[src/rtl/inst_fetch_arb_pkg.sv]
// Shared definitions for the instruction-fetch arbiter: bus widths, owner
// codes, arbiter state encodings and ROM enable levels.
package inst_fetch_arb_pkg;

    localparam int unsigned InstAddrW = 32;
    localparam int unsigned InstW     = 32;

    typedef logic [InstAddrW-1:0] inst_addr_bus_t;
    typedef logic [InstW-1:0]     inst_bus_t;

    localparam inst_bus_t ZeroWord = '0;

    // ROM chip-enable levels
    localparam logic WriteEnable  = 1'b1;
    localparam logic WriteDisable = 1'b0;

    // Owner codes, also the bit index of each requester in rr_arb2
    localparam logic ARB_CPU = 1'b0;
    localparam logic ARB_DBG = 1'b1;

    localparam int unsigned LockMaxDefault = 16;

    typedef enum logic {
        ArbIdle    = 1'b0,
        ArbDbgLock = 1'b1
    } arb_state_e;

endpackage

[src/rtl/inst_fetch_arb_rr_arb2.sv]
// rr_arb2: combinational 2-way round-robin picker.
//   req[1:0]  requests (bit 0 = ARB_CPU, bit 1 = ARB_DBG)
//   last      owner code of the most recent grant
//   gnt[1:0]  one-hot grant; on a conflict the side not granted last wins
module rr_arb2
    import inst_fetch_arb_pkg::*;
(
    input  logic [1:0] req,
    input  logic       last,
    output logic [1:0] gnt
);

    always_comb begin
        gnt    = 2'b00;
        gnt[0] = req[0] & (~req[1] | (last == ARB_DBG));
        gnt[1] = req[1] & (~req[0] | (last == ARB_CPU));
    end

endmodule

[src/rtl/inst_fetch_arb.sv]
// inst_fetch_arb: shares the single-port combinational instruction ROM between
// the CPU fetch port (cpu_*) and the debug port (dbg_*). Grants and ROM
// address are combinational; the ROM word is registered into the winner's
// rdata, giving 1-cycle latency at full throughput. The debug port can take
// an exclusive lock for at most LOCK_MAX cycles.
// Ports:
//   clk, rst_n                      clock, async active-low reset
//   cpu_req/addr/flush -> cpu_gnt   CPU fetch request, flush drops next response
//   cpu_rvalid/rdata                CPU response
//   dbg_req/addr/lock -> dbg_gnt    debug request, lock requests exclusivity
//   dbg_rvalid/rdata                debug response
//   mem_ce/mem_addr <- mem_inst     ROM interface
// Optional: INST_ARB_ALIGN_CHK_EN adds misalign_err; misaligned grants leave
// the ROM disabled and return ZeroWord with misalign_err set.
module inst_fetch_arb
    import inst_fetch_arb_pkg::*;
#(
    parameter int unsigned ADDR_W   = InstAddrW,
    parameter int unsigned DATA_W   = InstW,
    parameter int unsigned LOCK_MAX = LockMaxDefault
) (
    input  logic              clk,
    input  logic              rst_n,
    input  logic              cpu_req,
    input  logic [ADDR_W-1:0] cpu_addr,
    output logic              cpu_gnt,
    input  logic              cpu_flush,
    output logic              cpu_rvalid,
    output logic [DATA_W-1:0] cpu_rdata,
    input  logic              dbg_req,
    input  logic [ADDR_W-1:0] dbg_addr,
    input  logic              dbg_lock,
    output logic              dbg_gnt,
    output logic              dbg_rvalid,
    output logic [DATA_W-1:0] dbg_rdata,
`ifdef INST_ARB_ALIGN_CHK_EN
    output logic              misalign_err,
`endif
    output logic              mem_ce,
    output logic [ADDR_W-1:0] mem_addr,
    input  logic [DATA_W-1:0] mem_inst
);

    localparam int unsigned CNT_W = $clog2(LOCK_MAX + 1);

    arb_state_e       state_q, state_d;
    logic             last_q, last_d;
    logic [CNT_W-1:0] lock_cnt_q, lock_cnt_d;
    logic             lock_spent_q, lock_spent_d;

    logic             cpu_req_g, dbg_req_g;
    logic [1:0]       rr_gnt;
    logic             any_gnt;
    logic             cpu_rsp;
    logic [DATA_W-1:0] rsp_word;

    // Requests are gated so grants and ROM outputs stay zero in reset
    assign cpu_req_g = cpu_req & rst_n;
    assign dbg_req_g = dbg_req & rst_n;

    rr_arb2 u_rr_arb2 (
        .req  ({dbg_req_g, cpu_req_g}),
        .last (last_q),
        .gnt  (rr_gnt)
    );

    // Grant selection: lock bypasses round-robin entirely
    always_comb begin
        cpu_gnt = 1'b0;
        dbg_gnt = 1'b0;
        if (state_q == ArbDbgLock) begin
            dbg_gnt = dbg_req_g;
        end else begin
            cpu_gnt = rr_gnt[0];
            dbg_gnt = rr_gnt[1];
        end
    end

    assign any_gnt = cpu_gnt | dbg_gnt;
    assign cpu_rsp = cpu_gnt & ~cpu_flush;

    // ROM drive
    always_comb begin
        mem_addr = '0;
        if (dbg_gnt) begin
            mem_addr = dbg_addr;
        end else if (cpu_gnt) begin
            mem_addr = cpu_addr;
        end
    end

`ifdef INST_ARB_ALIGN_CHK_EN
    logic misaligned;
    assign misaligned = (mem_addr[1:0] != 2'b00);
    assign mem_ce     = (any_gnt & ~misaligned) ? WriteEnable : WriteDisable;
    assign rsp_word   = misaligned ? DATA_W'(ZeroWord) : mem_inst;
`else
    assign mem_ce     = any_gnt ? WriteEnable : WriteDisable;
    assign rsp_word   = mem_inst;
`endif

    // Next-state: lock entry/exit, owner history, lock timeout bookkeeping
    always_comb begin
        state_d      = state_q;
        last_d       = last_q;
        lock_cnt_d   = lock_cnt_q;
        lock_spent_d = lock_spent_q & dbg_lock;
        if (cpu_gnt) last_d = ARB_CPU;
        if (dbg_gnt) last_d = ARB_DBG;
        unique case (state_q)
            ArbIdle: begin
                if (dbg_gnt && dbg_lock && !lock_spent_q) begin
                    state_d    = ArbDbgLock;
                    lock_cnt_d = CNT_W'(1);
                end
            end
            ArbDbgLock: begin
                last_d     = ARB_DBG;
                lock_cnt_d = lock_cnt_q + CNT_W'(1);
                if (!dbg_lock) begin
                    state_d    = ArbIdle;
                    lock_cnt_d = '0;
                end else if (lock_cnt_q == CNT_W'(LOCK_MAX - 1)) begin
                    // Timeout: lock ignored until dbg_lock drops
                    state_d      = ArbIdle;
                    lock_cnt_d   = '0;
                    lock_spent_d = 1'b1;
                end
            end
            default: state_d = ArbIdle;
        endcase
    end

    // State registers
    always_ff @(posedge clk or negedge rst_n) begin
        if (!rst_n) begin
            state_q      <= ArbIdle;
            last_q       <= ARB_DBG;
            lock_cnt_q   <= '0;
            lock_spent_q <= 1'b0;
        end else begin
            state_q      <= state_d;
            last_q       <= last_d;
            lock_cnt_q   <= lock_cnt_d;
            lock_spent_q <= lock_spent_d;
        end
    end

    // Response registers; the non-granted side holds its rdata
    always_ff @(posedge clk or negedge rst_n) begin
        if (!rst_n) begin
            cpu_rvalid <= 1'b0;
            cpu_rdata  <= DATA_W'(ZeroWord);
            dbg_rvalid <= 1'b0;
            dbg_rdata  <= DATA_W'(ZeroWord);
        end else begin
            cpu_rvalid <= cpu_rsp;
            dbg_rvalid <= dbg_gnt;
            if (cpu_rsp) cpu_rdata <= rsp_word;
            if (dbg_gnt) dbg_rdata <= rsp_word;
        end
    end

`ifdef INST_ARB_ALIGN_CHK_EN
    always_ff @(posedge clk or negedge rst_n) begin
        if (!rst_n) begin
            misalign_err <= 1'b0;
        end else begin
            misalign_err <= (cpu_rsp | dbg_gnt) & misaligned;
        end
    end
`endif

endmodule

[config.mk]
export PLATFORM = sky130hd
export DESIGN_NAME = inst_fetch_arb
export DESIGN_NICKNAME = d
export VERILOG_FILES = /design/src/rtl/inst_fetch_arb_pkg.sv /design/src/rtl/inst_fetch_arb_rr_arb2.sv /design/src/rtl/inst_fetch_arb.sv
export SDC_FILE = /design/constraint.sdc
export NUM_CORES = 1
export LEC_CHECK = 0
export ABC_CLOCK_PERIOD_IN_PS = 2000
export CORE_ASPECT_RATIO = 1.4
export CORE_UTILIZATION = 37
export DETAILED_ROUTE_END_ITERATION = 6
export GPL_ROUTABILITY_DRIVEN = 0
export PLACE_DENSITY_LB_ADDON = 0.3
export SLEW_MARGIN = 10
export SYNTH_ARGS = -nofsm -noshare
export SYNTH_HDL_FRONTEND = slang
export SYNTH_SLANG_ARGS = --single-unit
export TNS_END_PERCENT = 10
[constraint.sdc]
create_clock -name clk -period 2 [get_ports clk]
set_input_delay 0.2 -clock clk [delete_from_list [all_inputs] [get_ports clk]]
set_output_delay 0.2 -clock clk [all_outputs]
set_load 0.005 [all_outputs]
### Met3 routing, run 1

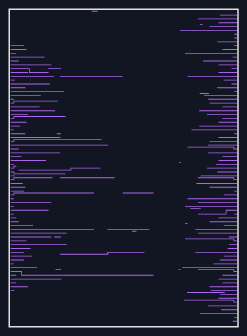
longest straight run: 46.7 µm
nets with wire on the layer: 154
wire length on this layer: 1500 µm

### Signal metal coverage by tile, run 1

The die is cut into 16 by 22 equal tiles; black is low, pale yellow is high, scaled to the fullest tile. Values are wire area over tile area, all layers added.
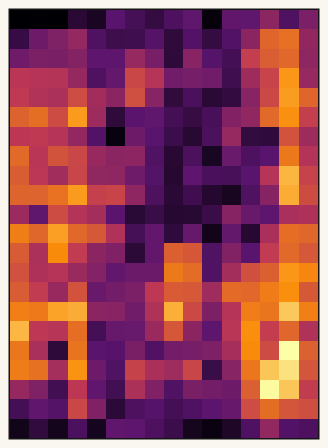
nearly empty tiles: 1.1%
fullest tile: 0.52
emptiest ninth of the die: top center
mean over tiles: 0.21
tiles over half the peak: 32%

### Nets reached from selected ports, run 1

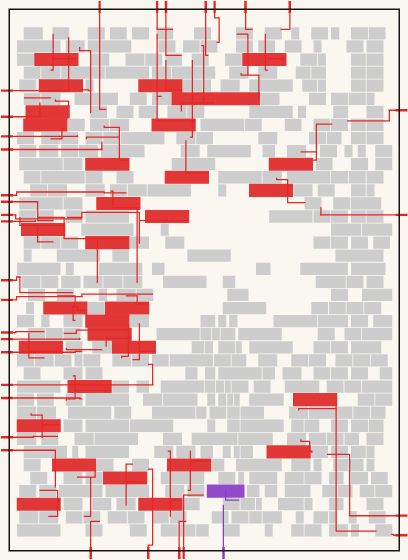
| color | port | bits | direction | end cells | buffers | wire |
|---|---|---|---|---|---|---|
| purple | `cpu_flush` | 1 | input | 1 | 1 | 13.8 µm |
| red | `dbg_rdata` | 32 | output | 32 | 32 | 999 µm |

### Sequential cells colored by netlist name, run 1

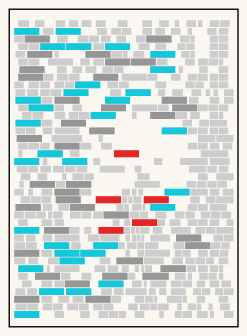
| color | netlist name | flops |
|---|---|---|
| cyan | `cpu_rdata` | 32 |
| red | `lock_cnt_q` | 5 |
not colored: 37

==> flow_metrics.py, run 1 <==
# Generated from Yosys and OpenROAD reports
metrics = {
    "cells_and_area": {
        "lay_top_count": "clkdlybuf4s50_1",
        "layout_top_cells": "166 x clkdlybuf4s50_1, 72 x dfrtp_1, 63 x mux2_2",
        "design_area_um2": 5850,
        "stdcell_count": 553,
        "regArea_um2": 1850,
        "diodes": 0,
        "nets": 549,
        "logic_area_um2": 1350,
        "drive_gt1_share_pct": 33.9,
    },
    "routing": {
        "viasPerCell": 5.18,
        "drc_errors": 0,
        "wl_um": 10900,
        "num_vias": 2864,
        "ant_nets": 0,
        "drt_iter0_markers": 78,
    },
    "status": {
        "status": "complete, but fails checks",
        "violations": "negative setup slack",
    },
    "timing": {
        "fmax_mhz": 493,
        "slew_viol_final": 0,
        "setup_viol": 1,
        "hold_violations": 0,
        "relSlewSlack_pct": 52.7,
        "setup_ws_ps": -28.5,
        "worst_pin_slew_ps": 710,
        "rsz0062_at_grt": "yes",
        "hold_ws_ps": 23.6,
        "period_used_pct": 101,
    },
    "clock_network": {
        "ctsLongestPathBuffers": 2,
        "post_cts_resized": 106,
        "cts_max_level": 3,
        "cts_sinks": 74,
        "postCtsHoldBufs": 1,
        "clock.latency.late_pin_ps": 330,
        "path_clk_slew_ps": 50,
        "clockRootBuffer": "clkbuf_16",
    },
    "critical_path": {
        "r2r-start": "state_q",
        "arrival_ps": 1830,
        "regToRegSetupSlack_ps": 170,
        "reg2regPathDepth": 6,
        "crit_slowest_cell": "dfstp_2",
        "crit_type": "reg2out",
        "path_max_fanout": 12,
        "cp_num_cells": 6,
        "cp-startpoint": "last_q",
        "crit_path_max_incr_delay_ps": 550,
        "start_kind": "register",
        "r2r-end": "dbg_rdata[14]",
        "path_cells": "buf_6 -> nand3b_4 -> nor2b_4 -> buf_12 -> a22o_4 -> clkdlybuf4s15_1",
        "cp-endpoint": "mem_addr[4]",
    },
    "synth": {
        "netlist_instances": 219,
        "synthTopCellsByArea": "dfrtp_1 57%, mux2_2 22%, a22o_1 9.0%",
        "synth.avg_cell_area_um2": 14.7,
        "yosysWarnings": 0,
        "synth_area_um2": 3220,
        "edf_count": 0,
        "synth-async-reset-ratio_pct": 100,
        "ys_seq_share_pct": 57.6,
        "top_cell": "dfrtp_1",
        "synth-adder-area-share_pct": 0.389,
        "ys_sh_simple_pct": 5.10,
        "top_cell_area_share_pct": 56.8,
        "ff_type": "dfrtp_1",
        "synthDistinctLibCells": 30,
        "synthMuxAreaShare_pct": 22.4,
        "largest_area_cell": "dfrtp_1",
        "ys_sh_xor_pct": 0.272,
        "top_cells_by_count": "73 x dfrtp_1, 63 x mux2_2, 33 x a22o_1",
    },
    "placement": {
        "dp.cells": 527,
        "numPortBuffers": 202,
        "pre_cts_slack_ps": -271,
        "hpwlAfterDp_um": 7940,
    },
    "global_routing": {
        "grt_max_degree": 58,
        "grt_usage_pct": 25.2,
        "grt_pass1_wl_um": 16500,
        "grt_pass1_vias": 3053,
    },
    "floorplanning": {
        "fp_util_pct": 38.8,
        "die_area_um2": 9070,
        "rows": 39,
        "core_area_um2": 8300,
        "io_pins": 203,
        "dieWidth_um": 80.8,
    },
    "job": {
        "openroad.warnings": 28,
        "maxCapViolations": 0,
    },
    "pwr": {
        "p_leak_nw": 2.55,
        "p_per_area_nw_per_um2": 955,
        "p_total_w": 0.00558,
    },
}
## run 1: metal layers
layer | wire length [µm] | vias up | track usage (%)
met5 | 0 | - | 0
met3 | 1500 | 17 | 12.4
met1 | 4170 | 1402 | 29.4
met2 | 5050 | 167 | 39.7
li1 | - | 1278 | -
met4 | 240 | 0 | 9.29
## run 1: final cells by class
type	count	area share [%]
tap	102	2.18
inverter	1	0.0642
sequential	74	31.7
timing repair buffer	230	38.0
clock buffer	10	3.92
multi-input combinational	130	23.1
clock inverter	6	0.984
## run 1: power by group
group | leakage [nW] | internal, W | switching, W | total [W]
registers | 0.885 | 0.00190 | 0.000231 | 0.00213
logic | 1.52 | 0.00132 | 0.000593 | 0.00191
clock network | 0.142 | 0.000956 | 0.000586 | 0.00154
### Placement view, run 1

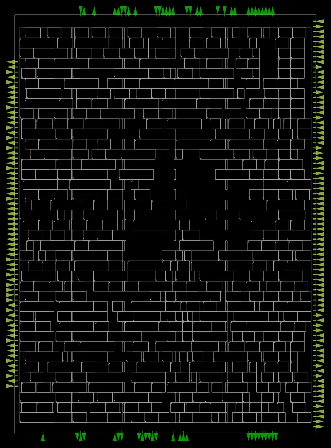

## Run 2: what changed since run 1
TNS_END_PERCENT = not set   (was 10)
### Placement view, run 2

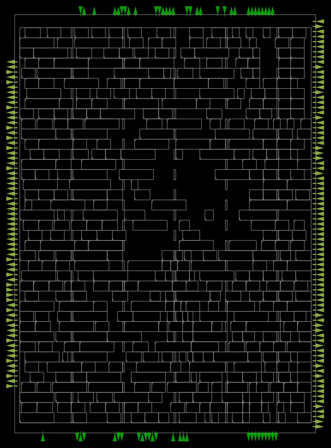
core footprint: 8300 µm²
sequential fraction of total cell area: 31.1%

### Nets reached from selected ports, run 2

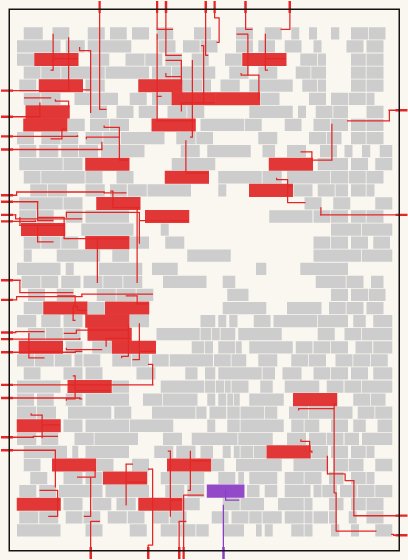
| color | port | bits | direction | end cells | buffers | wire |
|---|---|---|---|---|---|---|
| red | `dbg_rdata` | 32 | output | 32 | 32 | 1000 µm |
| purple | `cpu_flush` | 1 | input | 1 | 1 | 13.8 µm |

==> flow_metrics.py, run 2 <==
# Generated from Yosys and OpenROAD reports
metrics = {
    "cells_and_area": {
        "n_all_buffers": 240,
        "syn2layout_area_growth_pct": 85.6,
        "regArea_um2": 1850,
        "buffer_area_share_pct": 39.3,
        "n_all_inverters": 1,
        "flop-count": 74,
        "clock_area_share_pct": 4.80,
        "nets": 559,
        "logic_area_um2": 1350,
        "top_regs": "cpu_rdata (32), dbg_rdata (32), lock_cnt_q (5)",
        "lay_top_count": "clkdlybuf4s50_1",
        "design_area_um2": 5970,
        "drive_gt1_share_pct": 36.0,
        "diodes": 0,
        "dominant-cell-class": "non-clock buffers",
        "comb.multi_input.count": 130,
        "comb_share_pct": 22.7,
        "stdcell_count": 563,
        "nFillCells": 594,
        "layout_top_cells": "165 x clkdlybuf4s50_1, 72 x dfrtp_1, 63 x mux2_2",
        "clkbuf_count": 10,
    },
    "floorplanning": {
        "fp_util_pct": 38.8,
        "rows": 39,
        "io_pins": 203,
        "num_tap_cells": 102,
        "die_area_um2": 9070,
        "dieWidth_um": 80.8,
    },
    "placement": {
        "post_dp_cell_area_um2": 5460,
        "dp.cells": 527,
        "pre_cts_slack_ps": -271,
        "numPortBuffers": 202,
        "hpwlAfterDp_um": 7940,
    },
    "critical_path": {
        "arrival_ps": 1870,
        "path_max_fanout": 6,
        "required_ps": 1800,
        "crit_type": "reg2out",
        "path_buffers": 4,
        "start_kind": "register",
        "critPathCaptureType": "primary output",
        "crit_path_max_incr_delay_ps": 560,
        "crit_slowest_cell": "dfstp_2",
        "path_cells": "buf_6 -> nand3b_4 -> nor2b_4 -> buf_12 -> buf_6 -> a22o_4 -> buf_6",
    },
    "clock_network": {
        "post_cts_resized": 122,
        "clockRootBuffer": "clkbuf_16",
        "cts_setup_buffers": 15,
        "cts_sinks": 74,
        "clock.latency.late_pin_ps": 330,
        "cts_tree": "yes",
        "postCtsHoldBufs": 1,
        "cts_max_level": 3,
        "path_clk_slew_ps": 50,
        "ctsLongestPathBuffers": 2,
    },
    "pwr": {
        "pwr-share-clk_pct": 27.3,
        "pg_seq_w": 0.00213,
        "seqPwrFrac_pct": 37.7,
        "switching_share_pct": 25.3,
        "p_per_area_nw_per_um2": 947,
        "internal_power_w": 0.00422,
        "comb-power_w": 0.00198,
        "p_leak_nw": 2.63,
        "pg_clk_w": 0.00154,
        "p_total_w": 0.00565,
        "comb_power_share_pct": 35.0,
        "top_power_group": "sequential cells",
        "p_switching_w": 0.00143,
    },
    "synth": {
        "ys_seq_elements": 74,
        "top_cells_by_count": "73 x dfrtp_1, 63 x mux2_2, 33 x a22o_1",
        "yosysWarnings": 0,
        "synthesis.nets": 322,
        "top_cell": "dfrtp_1",
        "edf_count": 0,
        "synth_area_um2": 3220,
        "synth-async-reset-ratio_pct": 100,
        "synthDistinctLibCells": 30,
        "synthTopCellsByArea": "dfrtp_1 57%, mux2_2 22%, a22o_1 9.0%",
        "synth.avg_cell_area_um2": 14.7,
        "ys_seq_share_pct": 57.6,
        "synthAoiAreaFrac_pct": 11.0,
        "logic_family": "multiplexers",
        "ys_sh_xor_pct": 0.272,
        "ys_sh_simple_pct": 5.10,
        "largest_area_cell": "dfrtp_1",
        "synth-adder-area-share_pct": 0.389,
        "synthMuxAreaShare_pct": 22.4,
        "ff_type": "dfrtp_1",
        "netlist_instances": 219,
        "top_cell_area_share_pct": 56.8,
    },
    "timing": {
        "finalSetupTns_ps": -152,
        "slew_viol_final": 0,
        "worst_pin_slew_ps": 711,
        "setup_ws_ps": -72.8,
        "setup_viol": 3,
        "relSlewSlack_pct": 52.6,
        "hold_violations": 0,
        "period_used_pct": 104,
        "rsz0062_at_grt": "yes",
        "clock-skew-final_ps": 3.37,
        "fmax_mhz": 482,
        "hold_ws_ps": 27.8,
    },
    "global_routing": {
        "antenna_found_initial": 1,
        "grt_busiest_layer": "met2",
        "grt_pass1_vias": 3125,
        "met3_usage_pct": 12.0,
        "grt_max_degree": 58,
        "grt_usage_pct": 25.9,
        "grt_use_met2_pct": 41.1,
        "grt_util_met1_pct": 30.2,
        "grt_pass1_wl_um": 16900,
    },
    "job": {
        "openroad.warnings": 28,
        "maxCapViolations": 0,
    },
    "routing": {
        "routed.top_layer": "met4",
        "drt_iter0_markers": 82,
        "wl_um": 11300,
        "wl_met3_um": 1490,
        "ant_nets": 0,
        "wl_met2_um": 5320,
        "viasPerCell": 5.19,
        "drc_errors": 0,
        "wirelength_met1_um": 4270,
        "first_pass_iters": 4,
        "num_vias": 2920,
    },
    "status": {
        "status": "complete, but fails checks",
        "violations": "negative setup slack",
    },
}
==> run 2: cell counts after synthesis <==
No cell type changed its count.
==> run 2: final timing paths <==
kind                       slack (ps)            end           from  cells past startpoint
setup / recovery                  -70    mem_addr[2]         last_q                      7
min in group clk                  210         last_q          rst_n                      3
max in group asynchronous        1350         last_q          rst_n                      3
hold / removal                     30        state_q          rst_n                      2
setup reg to reg                   80   dbg_rdata[6]        state_q                      7
hold reg to reg                   500  lock_cnt_q[4]  lock_cnt_q[4]                      1
==> run 2: worst reg2reg max path: cells and delay by family (launching register included) <==
kind | cells | cell delay (ps)
flip-flops | 1 | 430
AND/OR/NAND/NOR | 2 | 400
multiplexers | 1 | 350
buffers and inverters | 4 | 630
No activity file was given, so power comes from the tool's default toggle rates.
